===== src/rtl/bshift_pipe.sv =====
// Pipelined barrel shifter: SLL / SRL / SRA / ROR with a tag carried alongside each operation.
// The shift amount is resolved one binary weight (2^j) at a time; those sub-stages are spread
// across PIPE register stages, with valid/ready handshakes and full backpressure.
//
// Ports:
//   clk_i        clock, all state updates on the rising edge
//   rst_ni       synchronous active-low reset
//   in_valid_i   operation present          in_ready_o   stage 1 can accept this cycle
//   in_mode_i    00 SLL, 01 SRL, 10 SRA, 11 ROR
//   in_shamt_i   shift amount (0..WIDTH-1)  in_data_i    operand     in_tag_i   sideband tag
//   out_valid_o  result present             out_ready_i  consumer accepts result
//   out_data_o   shifted result             out_tag_o    tag of the result
//   busy_o       OR of all stage valid bits

`ifndef D_WIDTH
`define D_WIDTH 32
`endif

module bshift_pipe #(
    parameter int unsigned WIDTH   = `D_WIDTH,
    parameter int unsigned PIPE    = 2,
    parameter int unsigned TAG_W   = 5,
    localparam int unsigned SHAMT_W = $clog2(WIDTH)
) (
    input  logic               clk_i,
    input  logic               rst_ni,
    input  logic               in_valid_i,
    output logic               in_ready_o,
    input  logic [1:0]         in_mode_i,
    input  logic [SHAMT_W-1:0] in_shamt_i,
    input  logic [WIDTH-1:0]   in_data_i,
    input  logic [TAG_W-1:0]   in_tag_i,
    output logic               out_valid_o,
    input  logic               out_ready_i,
    output logic [WIDTH-1:0]   out_data_o,
    output logic [TAG_W-1:0]   out_tag_o,
    output logic               busy_o
);

    localparam int P  = int'(PIPE);
    localparam int SW = int'(SHAMT_W);

    typedef enum logic [1:0] {
        ModeSll = 2'b00,
        ModeSrl = 2'b01,
        ModeSra = 2'b10,
        ModeRor = 2'b11
    } mode_e;

    // One binary sub-stage: shift by amt according to mode. SRA fills with the original operand
    // sign, which travels with the operation rather than being taken from the partial result.
    function automatic logic [WIDTH-1:0] shift_step(input logic [WIDTH-1:0] d,
                                                    input logic [1:0]       mode,
                                                    input logic             sign,
                                                    input int unsigned      amt);
        logic [2*WIDTH-1:0] ext;
        logic [2*WIDTH-1:0] ext_sh;
        logic [WIDTH-1:0]   res;
        res    = d;
        ext    = {{WIDTH{1'b0}}, d};
        unique case (mode_e'(mode))
            ModeSll: res = d << amt;
            ModeSrl: res = d >> amt;
            ModeSra: begin
                ext    = {{WIDTH{sign}}, d};
                ext_sh = ext >> amt;
                res    = ext_sh[WIDTH-1:0];
            end
            ModeRor: begin
                ext    = {d, d};
                ext_sh = ext >> amt;
                res    = ext_sh[WIDTH-1:0];
            end
            default: res = d;
        endcase
        return res;
    endfunction

    // Stage registers; index PIPE-1 drives the outputs.
    logic [PIPE-1:0]    valid_q, valid_d;
    logic [PIPE-1:0]    sign_q,  sign_d;
    logic [WIDTH-1:0]   data_q  [PIPE];
    logic [WIDTH-1:0]   data_d  [PIPE];
    logic [1:0]         mode_q  [PIPE];
    logic [1:0]         mode_d  [PIPE];
    logic [SHAMT_W-1:0] shamt_q [PIPE];
    logic [SHAMT_W-1:0] shamt_d [PIPE];
    logic [TAG_W-1:0]   tag_q   [PIPE];
    logic [TAG_W-1:0]   tag_d   [PIPE];

    // Upstream view of each stage: the input port for stage 0, the previous register otherwise.
    logic [PIPE-1:0]    src_valid;
    logic [PIPE-1:0]    src_sign;
    logic [WIDTH-1:0]   src_data  [PIPE];
    logic [1:0]         src_mode  [PIPE];
    logic [SHAMT_W-1:0] src_shamt [PIPE];
    logic [TAG_W-1:0]   src_tag   [PIPE];

    logic [PIPE-1:0]    stage_ready;

    always_comb begin
        logic             acc;
        logic             load;
        logic [WIDTH-1:0] shifted;

        // ready_k = !valid_k | ready_{k+1}: a stage is ready if it or any stage below is empty.
        acc = out_ready_i;
        for (int s = P - 1; s >= 0; s--) begin
            acc            = acc | ~valid_q[s];
            stage_ready[s] = acc;
        end

        src_valid[0] = in_valid_i;
        src_sign[0]  = in_data_i[WIDTH-1];
        src_data[0]  = in_data_i;
        src_mode[0]  = in_mode_i;
        src_shamt[0] = in_shamt_i;
        src_tag[0]   = in_tag_i;
        for (int s = 1; s < P; s++) begin
            src_valid[s] = valid_q[s-1];
            src_sign[s]  = sign_q[s-1];
            src_data[s]  = data_q[s-1];
            src_mode[s]  = mode_q[s-1];
            src_shamt[s] = shamt_q[s-1];
            src_tag[s]   = tag_q[s-1];
        end

        for (int s = 0; s < P; s++) begin
            // Amount bit j belongs in front of stage floor(j*PIPE/SHAMT_W).
            shifted = src_data[s];
            for (int j = 0; j < SW; j++) begin
                if (((j * P) / SW == s) && src_shamt[s][j]) begin
                    shifted = shift_step(shifted, src_mode[s], src_sign[s], 32'd1 << j);
                end
            end

            load       = stage_ready[s] & src_valid[s];
            valid_d[s] = stage_ready[s] ? src_valid[s] : valid_q[s];
            sign_d[s]  = load ? src_sign[s]  : sign_q[s];
            data_d[s]  = load ? shifted      : data_q[s];
            mode_d[s]  = load ? src_mode[s]  : mode_q[s];
            shamt_d[s] = load ? src_shamt[s] : shamt_q[s];
            tag_d[s]   = load ? src_tag[s]   : tag_q[s];
        end
    end

    always_ff @(posedge clk_i) begin
        if (!rst_ni) begin
            valid_q <= '0;
            sign_q  <= '0;
            for (int s = 0; s < P; s++) begin
                data_q[s]  <= '0;
                mode_q[s]  <= '0;
                shamt_q[s] <= '0;
                tag_q[s]   <= '0;
            end
        end else begin
            valid_q <= valid_d;
            sign_q  <= sign_d;
            data_q  <= data_d;
            mode_q  <= mode_d;
            shamt_q <= shamt_d;
            tag_q   <= tag_d;
        end
    end

    assign in_ready_o  = stage_ready[0];
    assign out_valid_o = valid_q[PIPE-1];
    assign out_data_o  = data_q[PIPE-1];
    assign out_tag_o   = tag_q[PIPE-1];
    assign busy_o      = |valid_q;

endmodule


===== config.mk =====
export PLATFORM = sky130hd
export DESIGN_NAME = bshift_pipe
export DESIGN_NICKNAME = d
export VERILOG_FILES = /design/src/rtl/bshift_pipe.sv
export SDC_FILE = /design/constraint.sdc
export NUM_CORES = 1
export LEC_CHECK = 0
export ABC_AREA = 0
export CAP_MARGIN = 10
export CORE_MARGIN = 1
export CORE_UTILIZATION = 40
export DETAILED_ROUTE_END_ITERATION = 6
export DONT_BUFFER_PORTS = 1
export HOLD_SLACK_MARGIN = 0.08
export SLEW_MARGIN = 20
export SYNTH_ARGS = -nofsm -noshare
export SYNTH_HDL_FRONTEND = slang
export SYNTH_SLANG_ARGS = --single-unit

===== constraint.sdc =====
create_clock -name clk_i -period 5.65 [get_ports clk_i]
set_clock_uncertainty 0.1 [all_clocks]
set_input_delay 1.13 -clock clk_i [delete_from_list [all_inputs] [get_ports clk_i]]
set_output_delay 1.13 -clock clk_i [all_outputs]
set_load 0.02 [all_outputs]

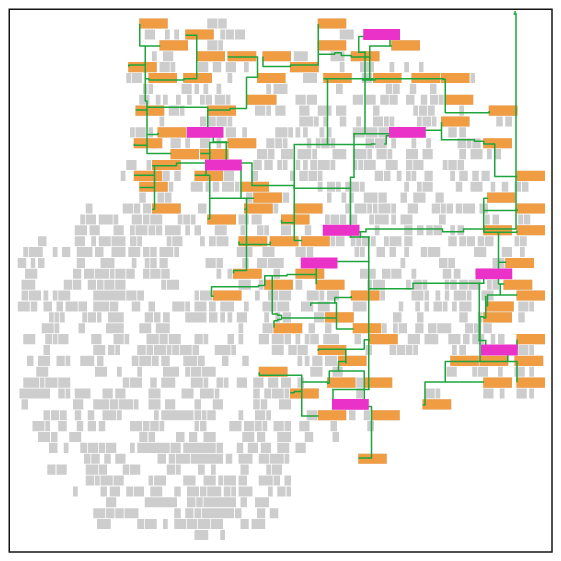
(images/clock_map.png)
Scale: 4 px per um.
[flip-flops] orange | count: 81
[clock wires] green | length: 1160 um
[cells driving clock nets] magenta | count: 9
routed clock nets	10
flops lie	spread over the die

==> flow_summary.yaml <==
# yosys + openroad results
drt:
  finalWirelength_um: 24100
  firstDrtPassIters: 6
  wl_per_cell_um: 21.8
  drtIter0Drc: 1009
  vias_per_cell: 6.64
  antenna_left: 0
  route.detailed.drc: 0
logic_synthesis:
  synth_seq_share_pct: 22.8
  edf_count: 0
  yosys_area_um2: 7110
  numSynthFlops: 81
  synthCells: 987
  ys_types: 74
  synth_area_per_cell_um2: 7.20
  flop_cell: "dfxtp_1"
  synth-async-reset-ratio_pct: 0
pwr:
  p_leak_nw: 2.42
  cellPowerDensity_nw_per_um2: 232
  p_comb_share_pct: 24.0
  internal_power_mw: 1.08
  sequentialPowerShare_pct: 41.8
worst_setup_path:
  cp.arrival_ps: 3100
  criticalPathCategory: "in2reg"
  regToRegSetupSlack_ps: 2960
  critPathLaunchType: "input pin"
  cp-end-kind: "flop"
  critical_path_required_ps: 5760
clocking:
  path_clk_slew_ps: 70
  cts_root_buf: "clkbuf_16"
  cts_buffer_depth: 2
  numCtsBuffers: 9
  postCtsHoldBufs: 0
  clock-sinks: 81
  clock_latency_ps: 350
  ctsResizeCount: 0
  htree_levels: 3
die:
  die_w_um: 135
  dieHeight_um: 135
  rows: 48
  io_pins: 88
  initCoreUtil_pct: 41.1
finish:
  utilization_pct: 40.9
  final-seq-area_um2: 1620
  mostFrequentLayoutCell: "nand2_1"
  most-common-layout-cells: "nand2_1, nor2_1, dfxtp_1"
  logic_area_um2: 4800
  nets: 924
  drive_above_1_share_pct: 6.58
timing:
  slew_viol_final: 0
  post-route-period-util_pct: 52.9
  post-route-min-period_ps: 2990
  slew_headroom_pct: 33.5
  rsz0062_at_grt: "false"
  tns_ps: 0
  tightest_slew_ps: 990
  worst_slack_ps: 2660
global_route:
  grt_max_degree: 116
  grt_pass1_wl_um: 38000
  grt-ovfl-total: 0
  first_global_vias: 6441
place:
  hpwl_um: 16700
  gp_congestion: 0.968
run:
  cap_violations: 0
min_path:
  hold_path.class: "reg2reg"
outcome:
  status: "complete, no violations"
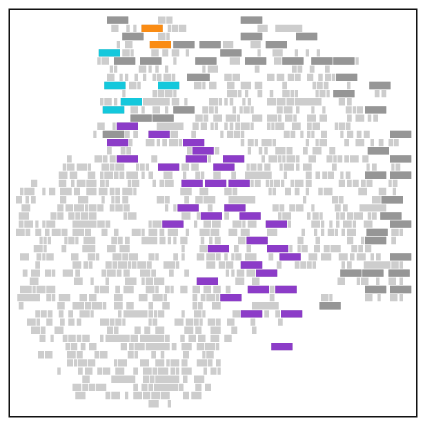
(images/registers.png)
Scale: 3 px per um.
name in the netlist	colour	sequential cells
data_q	purple	32
valid_q	orange	2
src_tag	cyan	5
not coloured	42

## metal layers
layer | GRT usage, % | up-vias | share of wire [%]
met2 | 39.9 | 431 | 45
li1 | - | 3438 | -
met1 | 37.4 | 3417 | 44
met5 | 0 | - | 0
met4 | 8.68 | 0 | 2.7
met3 | 5.13 | 54 | 9.1
## power by group through the flow
stage	logic, mW	clock network (mW)	registers [mW]
2_1_floorplan	0.382	0	0.654
3_3_place_gp	0.385	0	0.699
3_5_place_dp	0.385	0	0.700
4_1_cts	0.387	0.573	0.687
5_1_grt	0.430	0.595	0.694
6_report	0.394	0.563	0.688
## metrics by stage
stage	area (um2)	hold WS [ps]	power [mW]	instances
after floorplan	7110	335	1.04	987
after global placement	6800	351	1.08	1090
after detailed placement	6800	357	1.08	1090
after CTS	7070	367	1.65	1106
after global routing	7070	392	1.72	1106
final	7070	363	1.64	1106
## path summary, 6_finish.rpt
| path | end | from | depth (start not counted) |
|---|---|---|---|
| setup reg to reg | data_q[59] | valid_q[1] | 5 |
| hold / removal | out_tag_o[2] | src_tag[2] | 2 |
| hold reg to reg | out_tag_o[2] | src_tag[2] | 2 |
| setup / recovery | data_q[59] | in_mode_i[1] | 6 |
## area by class of cell
type / count / share of cell area, %
inverter: 11 / 0.584
clock buffer: 10 / 3.24
timing repair buffer: 7 / 0.743
clock inverter: 6 / 0.707
sequential: 81 / 22.9
multi-input combinational: 766 / 67.8
tap: 225 / 3.98
## critical path, cell delays in order
cell	delay (ps)
nor2_2	540
buf_4	400
nand2_1	190
nor2_1	520
a32o_1	260
a211oi_1	50
## flip-flops by register name, indices dropped and copies added (netlist names)
register / count
sign_q: 1
out_tag_o: 5
mode_q: 2
src_tag: 5
out_data_o: 32
shamt_q: 2
data_q: 32
valid_q: 2
## synthesized netlist by cell type (10+ instances only)
| cell | instances | area [um2] |
|---|---|---|
| o21ai_1 | 18 | 90.1 |
| nor2b_1 | 23 | 144 |
| a21oi_1 | 45 | 225 |
| buf_4 | 34 | 255 |
| nor2_1 | 91 | 342 |
| a311oi_1 | 15 | 131 |
| a31oi_1 | 40 | 250 |
| nand2_1 | 129 | 484 |
| or3b_1 | 18 | 158 |
| a21boi_0 | 19 | 143 |
| and3_1 | 10 | 62.6 |
| a211oi_1 | 20 | 150 |
| clkbuf_1 | 57 | 214 |
| o211ai_1 | 18 | 135 |
| and2_1 | 13 | 81.3 |
| o21ai_0 | 69 | 345 |
| a311o_1 | 10 | 100 |
| o211a_1 | 11 | 110 |
| nand3_1 | 23 | 115 |
| o221ai_1 | 18 | 158 |
| mux2i_1 | 20 | 200 |
| nor3_1 | 13 | 65.1 |
| dfxtp_1 | 81 | 1620 |
| buf_2 | 32 | 160 |
## kinds of logic after synthesis
group                  synth area share [%]
AOI/OAI and AO/OA                      37.1
and+or+nand+nor                        23.8
DFF                                    22.8
muxes                                  6.62
buffers and inverters                  9.75
Power and IR drop assume default switching activity.
